## src/rtl/srpq_cell_array.sv

```systemverilog
// Shift-register priority queue: sorted enable-flop array, entry 0 holds the minimum key.
// One enq/deq command is accepted per cycle and shows up in the registered outputs on the next cycle.
module srpq_cell_array #(
  parameter  int KW    = 8,
  parameter  int DW    = 8,
  parameter  int DEPTH = 8,
  localparam int CW    = $clog2(DEPTH + 1)
) (
  input  logic          clk,
  input  logic          rst,
  input  logic          enq,
  input  logic [KW-1:0] enq_key,
  input  logic [DW-1:0] enq_data,
  input  logic          deq,
  output logic [KW-1:0] head_key,
  output logic [DW-1:0] head_data,
  output logic          empty,
  output logic          full,
  output logic [CW-1:0] count,
  output logic          ovf,
  output logic          udf
);

  logic [DEPTH-1:0]         valid_q, valid_d, valid_b, ins;
  logic [DEPTH-1:0][KW-1:0] key_q, key_d, key_b;
  logic [DEPTH-1:0][DW-1:0] data_q, data_d, data_b;
  logic [CW-1:0]            count_q, count_d;
  logic                     empty_q, full_q, ovf_q, udf_q;
  logic                     do_deq, do_enq;

  always_comb begin
    do_deq = deq && (count_q != '0);
    do_enq = enq && ((count_q != CW'(DEPTH)) || do_deq);

    // Apply the dequeue shift first, then insert into the shifted image.
    valid_b = valid_q;
    key_b   = key_q;
    data_b  = data_q;
    if (do_deq) begin
      for (int unsigned i = 0; i < DEPTH - 1; i++) begin
        valid_b[i] = valid_q[i+1];
        key_b[i]   = key_q[i+1];
        data_b[i]  = data_q[i+1];
      end
      valid_b[DEPTH-1] = 1'b0;
      key_b[DEPTH-1]   = '0;
      data_b[DEPTH-1]  = '0;
    end

    // ins is monotone (sorted, contiguous); its first set bit is the insert slot.
    for (int unsigned i = 0; i < DEPTH; i++)
      ins[i] = !valid_b[i] || (key_b[i] > enq_key);

    valid_d = valid_b;
    key_d   = key_b;
    data_d  = data_b;
    if (do_enq) begin
      if (ins[0]) begin
        valid_d[0] = 1'b1;
        key_d[0]   = enq_key;
        data_d[0]  = enq_data;
      end
      for (int unsigned i = 1; i < DEPTH; i++) begin
        if (ins[i] && !ins[i-1]) begin
          valid_d[i] = 1'b1;
          key_d[i]   = enq_key;
          data_d[i]  = enq_data;
        end else if (ins[i]) begin
          valid_d[i] = valid_b[i-1];
          key_d[i]   = key_b[i-1];
          data_d[i]  = data_b[i-1];
        end
      end
    end

    count_d = count_q + CW'(do_enq) - CW'(do_deq);
  end

  always_ff @(posedge clk) begin
    if (rst) begin
      valid_q <= '0;
      key_q   <= '0;
      data_q  <= '0;
      count_q <= '0;
      empty_q <= 1'b1;
      full_q  <= 1'b0;
      ovf_q   <= 1'b0;
      udf_q   <= 1'b0;
    end else begin
      valid_q <= valid_d;
      key_q   <= key_d;
      data_q  <= data_d;
      count_q <= count_d;
      empty_q <= (count_d == '0);
      full_q  <= (count_d == CW'(DEPTH));
      ovf_q   <= enq && !deq && (count_q == CW'(DEPTH));
      udf_q   <= deq && (count_q == '0);
    end
  end

  assign head_key  = key_q[0];
  assign head_data = data_q[0];
  assign empty     = empty_q;
  assign full      = full_q;
  assign count     = count_q;
  assign ovf       = ovf_q;
  assign udf       = udf_q;

endmodule

```

## config.mk

```make
export PLATFORM = sky130hd
export DESIGN_NAME = srpq_cell_array
export DESIGN_NICKNAME = d
export VERILOG_FILES = /design/src/rtl/srpq_cell_array.sv
export SDC_FILE = /design/constraint.sdc
export NUM_CORES = 1
export LEC_CHECK = 0
export CAP_MARGIN = 20
export CORE_ASPECT_RATIO = 0.9
export CORE_MARGIN = 2
export CORE_UTILIZATION = 66
export CTS_BUF_LIST = sky130_fd_sc_hd__clkbuf_16
export CTS_CLUSTER_SIZE = 12
export DETAILED_ROUTE_END_ITERATION = 12
export PLACE_DENSITY_LB_ADDON = 0.25
export RECOVER_POWER = 25
export SLEW_MARGIN = 5
export SYNTH_ARGS = -nofsm -noshare
export SYNTH_HDL_FRONTEND = slang
export SYNTH_SLANG_ARGS = --single-unit
```

## constraint.sdc

```tcl
create_clock -name clk -period 9.4 [get_ports clk]
set_input_delay 0.94 -clock clk [delete_from_list [all_inputs] [get_ports clk]]
set_output_delay 0.94 -clock clk [all_outputs]
set_load 0.01 [all_outputs]
```

==> flow_summary.json, run 1 <==
{
  "critPathLaunch": "deq",
  "seq_share_pct": 28.7,
  "cp-start-kind": "input pin",
  "clkTransAtPathRegs_ps": 60,
  "status": "finished with violations",
  "dr.pass1.iters": 5,
  "maxCapViolations": 1,
  "drive_gt1_share_pct": 12.5,
  "dr.first_iter.drc_count": 724,
  "violations": "capacitance limit, slew limit",
  "slew_viol_final": 54,
  "yosysCellCount": 1031,
  "crit_path_top_delay_cell": "nand2_1",
  "worstPathArrival_ps": 7430,
  "top_layer": "met4",
  "hold_buffers": 0,
  "critical_path.endpoint": "data_q[16]",
  "top_area_share_pct": 31.2,
  "via_per_inst": 6.35,
  "ios": 44,
  "finalInstanceArea_um2": 10100,
  "top_regs": "data_q: 56 flops, key_q: 56 flops",
  "mappedNetlistArea_um2": 9250,
  "clock_path_buffers": 2,
  "cts_buffers": 17,
  "fin_skew_ps": 8.03,
  "hp-class": "reg -> reg",
  "final.setup.tns_ps": 0,
  "inverters": 69,
  "synth.comb.largest_family": "multiplexers",
  "nClkBuffers": 17,
  "p_clk_share_pct": 30.7,
  "clockRootBuffer": "clkbuf_16",
  "die_w_um": 129,
  "fillers": 1064,
  "warnings": 27,
  "synth-edff-count": 0,
  "adder_share_pct": 9.55,
  "cp_data_required_time_ps": 9730,
  "clk-power_mw": 0.689,
  "simple_gate_area_share_pct": 13.1,
  "syn_inst": 1031,
  "p_per_area_nw_per_um2": 224,
  "critPathBufInv": 2,
  "fin_util_pct": 72.6,
  "finalCritPeriodShare_pct": 75.5,
  "cts_tree": "yes",
  "lay_top_count": "dfxtp_1",
  "path_class": "in -> reg",
  "rsz0062_at_grt": "no",
  "wl_met2_um": 10200,
  "p_comb_share_pct": 37.3,
  "die_h_um": 116,
  "overflow": 0
}
Figure 1. A small window of the routed layout (run 1).
Window x 44 to 84, y 38 to 78 um. Cells in grey, sequential cells in the stronger grey; small squares are vias.
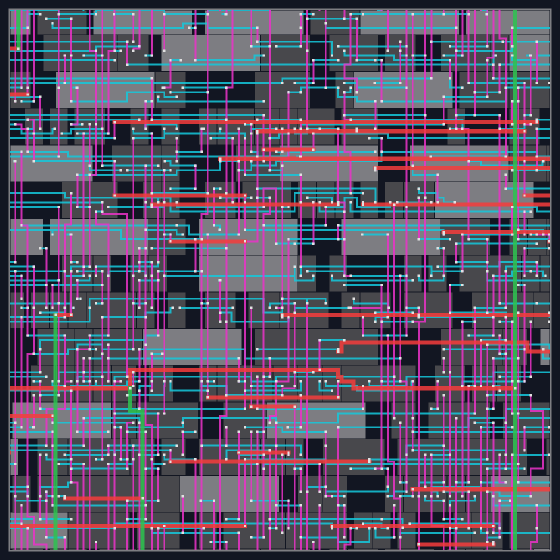
[red] M3
[cyan] M1
[magenta] M2
[green] M4
most frequent: nand2_1 (39), dfxtp_1 (21), mux2i_1 (14)
netlist names of flops here include: key_q (9), data_q (7), valid_q (5)
cells with their middle in the window: 149
sequential cells in the window: 21

Figure 2. Pin placement (run 1).
Scale: 4 px per um. Pins as bars across the die edge, other pins in grey.
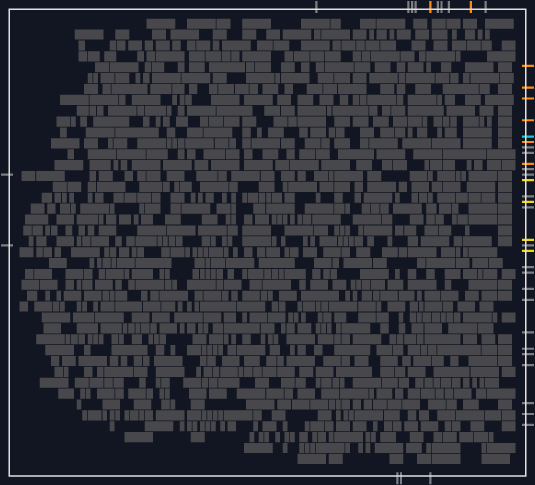
[orange] head_data | pins: 8 | direction: output | edge: 6 right, 2 top
[yellow] count | pins: 4 | direction: output | edge: right
[cyan] empty | pins: 1 | direction: output | edge: right
all pins by edge: 29 right, 10 top, 3 bottom, 2 left

Figure 3. M2 wires (run 1).
Scale: 3 px per um. Cells faint in the background.
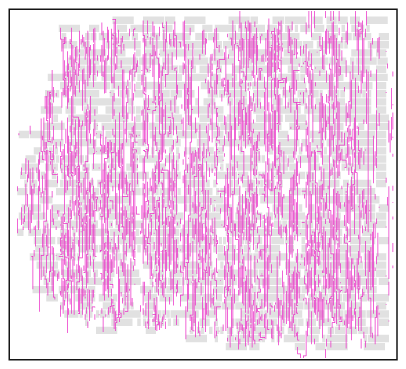
longest straight run: 53.4 um
share of all routed wire: 44%
main direction: vertical
Routed WL: 23000 um
GRT met2 Usage: 49.0%

==> run 2, diff against run 1 <==
--- a/config.mk
+++ b/config.mk
@@ -8,7 +8,7 @@
 export CAP_MARGIN = 20
 export CORE_ASPECT_RATIO = 0.9
 export CORE_MARGIN = 2
-export CORE_UTILIZATION = 66
+export CORE_UTILIZATION = 61
 export CTS_BUF_LIST = sky130_fd_sc_hd__clkbuf_16
 export CTS_CLUSTER_SIZE = 12
 export DETAILED_ROUTE_END_ITERATION = 12
==> constraint.sdc (replaced) <==
create_clock -name clk -period 6.8 [get_ports clk]
set_input_delay 0.68 -clock clk [delete_from_list [all_inputs] [get_ports clk]]
set_output_delay 0.68 -clock clk [all_outputs]
set_load 0.01 [all_outputs]
==> run 2 against run 1 <==
Compared with the run above:
- the flow still finishes with violations (capacitance limit, slew limit)
- total power rose by 36%
- hold slack worse by 5.3 ps
- sequential cell count did not move
- setup slack worse by 1000 ps
- synthesized cell count did not move
- cell count rose by 2.2%
- via count is 0.60% lower
- clock skew is 0.77 ps lower
- first-iteration DRC count is 16% lower
- largest power group unchanged
- critical path type is now reg -> reg
==> flow_summary.json, run 2 <==
{
  "status": "finished with violations",
  "violations": "capacitance limit, slew limit",
  "grt_pass1_vias": 7352,
  "n_tap_cell": 198,
  "fillers": 1229,
  "rsz0062_at_grt": "no",
  "ys_sh_aoi_pct": 18.2,
  "inverters": 69,
  "worstPathArrival_ps": 5830,
  "use_met3_pct": 6.12,
  "adder_share_pct": 9.55,
  "simple_gate_area_share_pct": 13.1,
  "max_stage_delay_ps": 1250,
  "hp-class": "reg -> reg",
  "cp_data_required_time_ps": 7130,
  "clockRootBuffer": "clkbuf_16",
  "dr.first_iter.drc_count": 607,
  "nets": 1112,
  "dieArea_um2": 16200,
  "grt_usage_pct": 29.4,
  "finalInstanceArea_um2": 10100,
  "critical_path.endpoint": "data_q[34]",
  "die_h_um": 121,
  "synth-edff-count": 0,
  "wl_met3_um": 1600,
  "min_to": "data_q[58]",
  "clkTransAtPathRegs_ps": 60,
  "dr.pass1.iters": 5,
  "critPathLaunch": "count[2]",
  "cts_tree": "yes",
  "top_regs": "data_q: 56 flops, key_q: 56 flops",
  "rr_endpoint": "data_q[34]",
  "top_area_share_pct": 31.2,
  "antenna_found_initial": 0,
  "setup_viol": 0,
  "totalWireLength_um": 23000,
  "overflow": 0,
  "seq_share_pct": 28.6,
  "slew_viol_final": 28,
  "wl_met2_um": 9950,
  "finalCritPeriodShare_pct": 80.8,
  "fin_util_pct": 68.3,
  "post_cts_buffers": 0,
  "grt_pass1_wl_um": 38200,
  "nClkBuffers": 17,
  "use_met2_pct": 44.4,
  "maxPowerGroup": "combinational cells",
  "lay_top_count": "dfxtp_1",
  "die_w_um": 134,
  "ios": 44,
  "synth.comb.largest_family": "multiplexers",
  "final.setup.tns_ps": 0,
  "numClockSinks": 144,
  "maxCapViolations": 1,
  "post-route-min-period_ps": 5490,
  "crit_path_top_delay_cell": "and2_0",
  "place_inst": 1201,
  "clock_path_buffers": 2,
  "place_hpwl_um": 16200,
  "ys_warn_count": 0,
  "critPathBufInv": 2,
  "path_class": "reg -> reg",
  "mappedNetlistArea_um2": 9250,
  "p_comb_share_pct": 36.8,
  "synth_cell_types": 66,
  "grt_max_degree": 134,
  "hold_buffers": 0,
  "worstSetupPathDepth": 13,
  "cts_buffers": 17,
  "cp-start-kind": "flop",
  "fin_skew_ps": 7.26,
  "p_per_area_nw_per_um2": 303,
  "drive_gt1_share_pct": 12.2,
  "p_clk_share_pct": 30.5,
  "clk-power_mw": 0.931,
  "syn_inst": 1031,
  "warnings": 29,
  "top_layer": "met4",
  "yosysCellCount": 1031,
  "via_per_inst": 6.18,
  "intPower_mw": 1.98,
  "hold_depth": 1
}
Figure 4. M2 wires (run 2).
Scale: 3 px per um. Cells faint in the background.
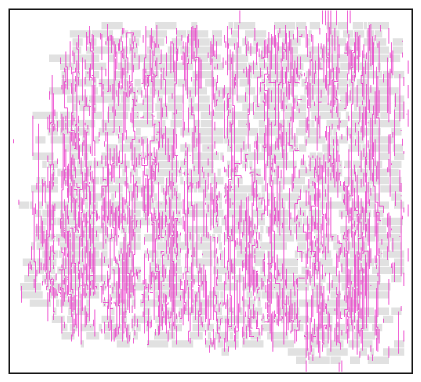
wire length on this layer: 9950 um
share of all routed wire: 43%
longest straight run: 73.1 um
main direction: vertical
nets with wire on the layer: 902

==> run 3, diff against run 2 <==
--- a/config.mk
+++ b/config.mk
@@ -8,7 +8,7 @@
 export CAP_MARGIN = 20
 export CORE_ASPECT_RATIO = 0.9
 export CORE_MARGIN = 2
-export CORE_UTILIZATION = 61
+export CORE_UTILIZATION = 56
 export CTS_BUF_LIST = sky130_fd_sc_hd__clkbuf_16
 export CTS_CLUSTER_SIZE = 12
 export DETAILED_ROUTE_END_ITERATION = 12
==> constraint.sdc (replaced) <==
create_clock -name clk -period 4.7 [get_ports clk]
set_input_delay 0.47 -clock clk [delete_from_list [all_inputs] [get_ports clk]]
set_output_delay 0.47 -clock clk [all_outputs]
set_load 0.01 [all_outputs]
==> run 3 against run 2 <==
Compared with the run above:
- the run now ends clean
- cell area rose by 1.1%
- combinational power rose by 48%
- die area rose by 8.6%
- cell count rose by 1.5%
- clock power rose by 49%
- sequential cell count did not move
- non-clock buffer count rose by 9
- maximum frequency rose by 26%
- utilization fell by 5.1 points
- critical path depth did not move
==> flow_summary.json, run 3 <==
{
  "place_inst": 1219,
  "via_per_inst": 6.01,
  "ys_sh_aoi_pct": 18.2,
  "path_class": "reg -> reg",
  "rsz0062_at_grt": "no",
  "place_hpwl_um": 16600,
  "lay_top_count": "dfxtp_1",
  "ios": 44,
  "setup_viol": 0,
  "top_layer": "met4",
  "cts_tree": "yes",
  "intPower_mw": 2.86,
  "die_w_um": 139,
  "post-route-min-period_ps": 4350,
  "clockRootBuffer": "clkbuf_16",
  "drive_gt1_share_pct": 13.3,
  "max_stage_delay_ps": 860,
  "hold_buffers": 0,
  "wl_met3_um": 1220,
  "n_tap_cell": 207,
  "final.setup.tns_ps": 0,
  "top_area_share_pct": 31.2,
  "worstPathArrival_ps": 4700,
  "inverters": 69,
  "dieArea_um2": 17600,
  "clkTransAtPathRegs_ps": 60,
  "ys_warn_count": 0,
  "overflow": 0,
  "hold_depth": 1,
  "use_met2_pct": 39.2,
  "grt_max_degree": 66,
  "clk-power_mw": 1.39,
  "warnings": 27,
  "grt_pass1_vias": 7063,
  "finalCritPeriodShare_pct": 92.6,
  "synth.comb.largest_family": "multiplexers",
  "cp_data_required_time_ps": 5040,
  "critPathBufInv": 2,
  "use_met3_pct": 4.79,
  "seq_share_pct": 28.3,
  "status": "completed",
  "critPathLaunch": "count[2]",
  "antenna_found_initial": 0,
  "grt_usage_pct": 25.7
}
Figure 5. A small window of the routed layout (run 3).
Window x 50 to 90, y 43 to 83 um. Cells in grey, sequential cells in the stronger grey; small squares are vias.
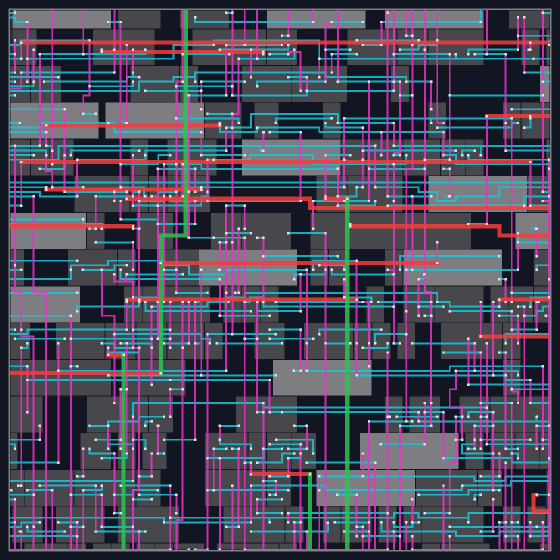
[red] M3
[magenta] M2
[green] M4
[cyan] M1
most frequent: nand2_1 (32), dfxtp_1 (14), mux2i_1 (13)
cells with their middle in the window: 131
netlist names of flops here include: key_q (7), data_q (4), valid_q (3)
sequential cells in the window: 14


==> gallery <==
Metal layers overlaid.
Scale: 3 px per um. Only two layers are drawn.
(a)
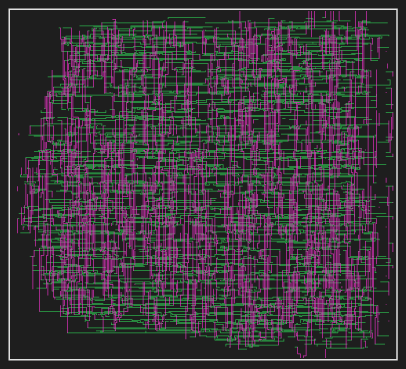
(b)
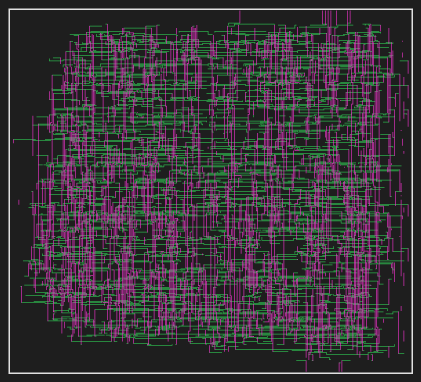
(c)
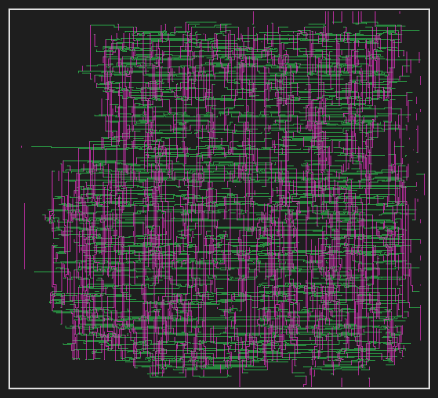
(b) is run 2.
(c) is run 3.
(a) is run 1.

Key to (a):
[magenta] M2 | wire length: 10200 um
[green] M1 | wire length: 10800 um

Power is estimated from default activity; no workload was simulated.
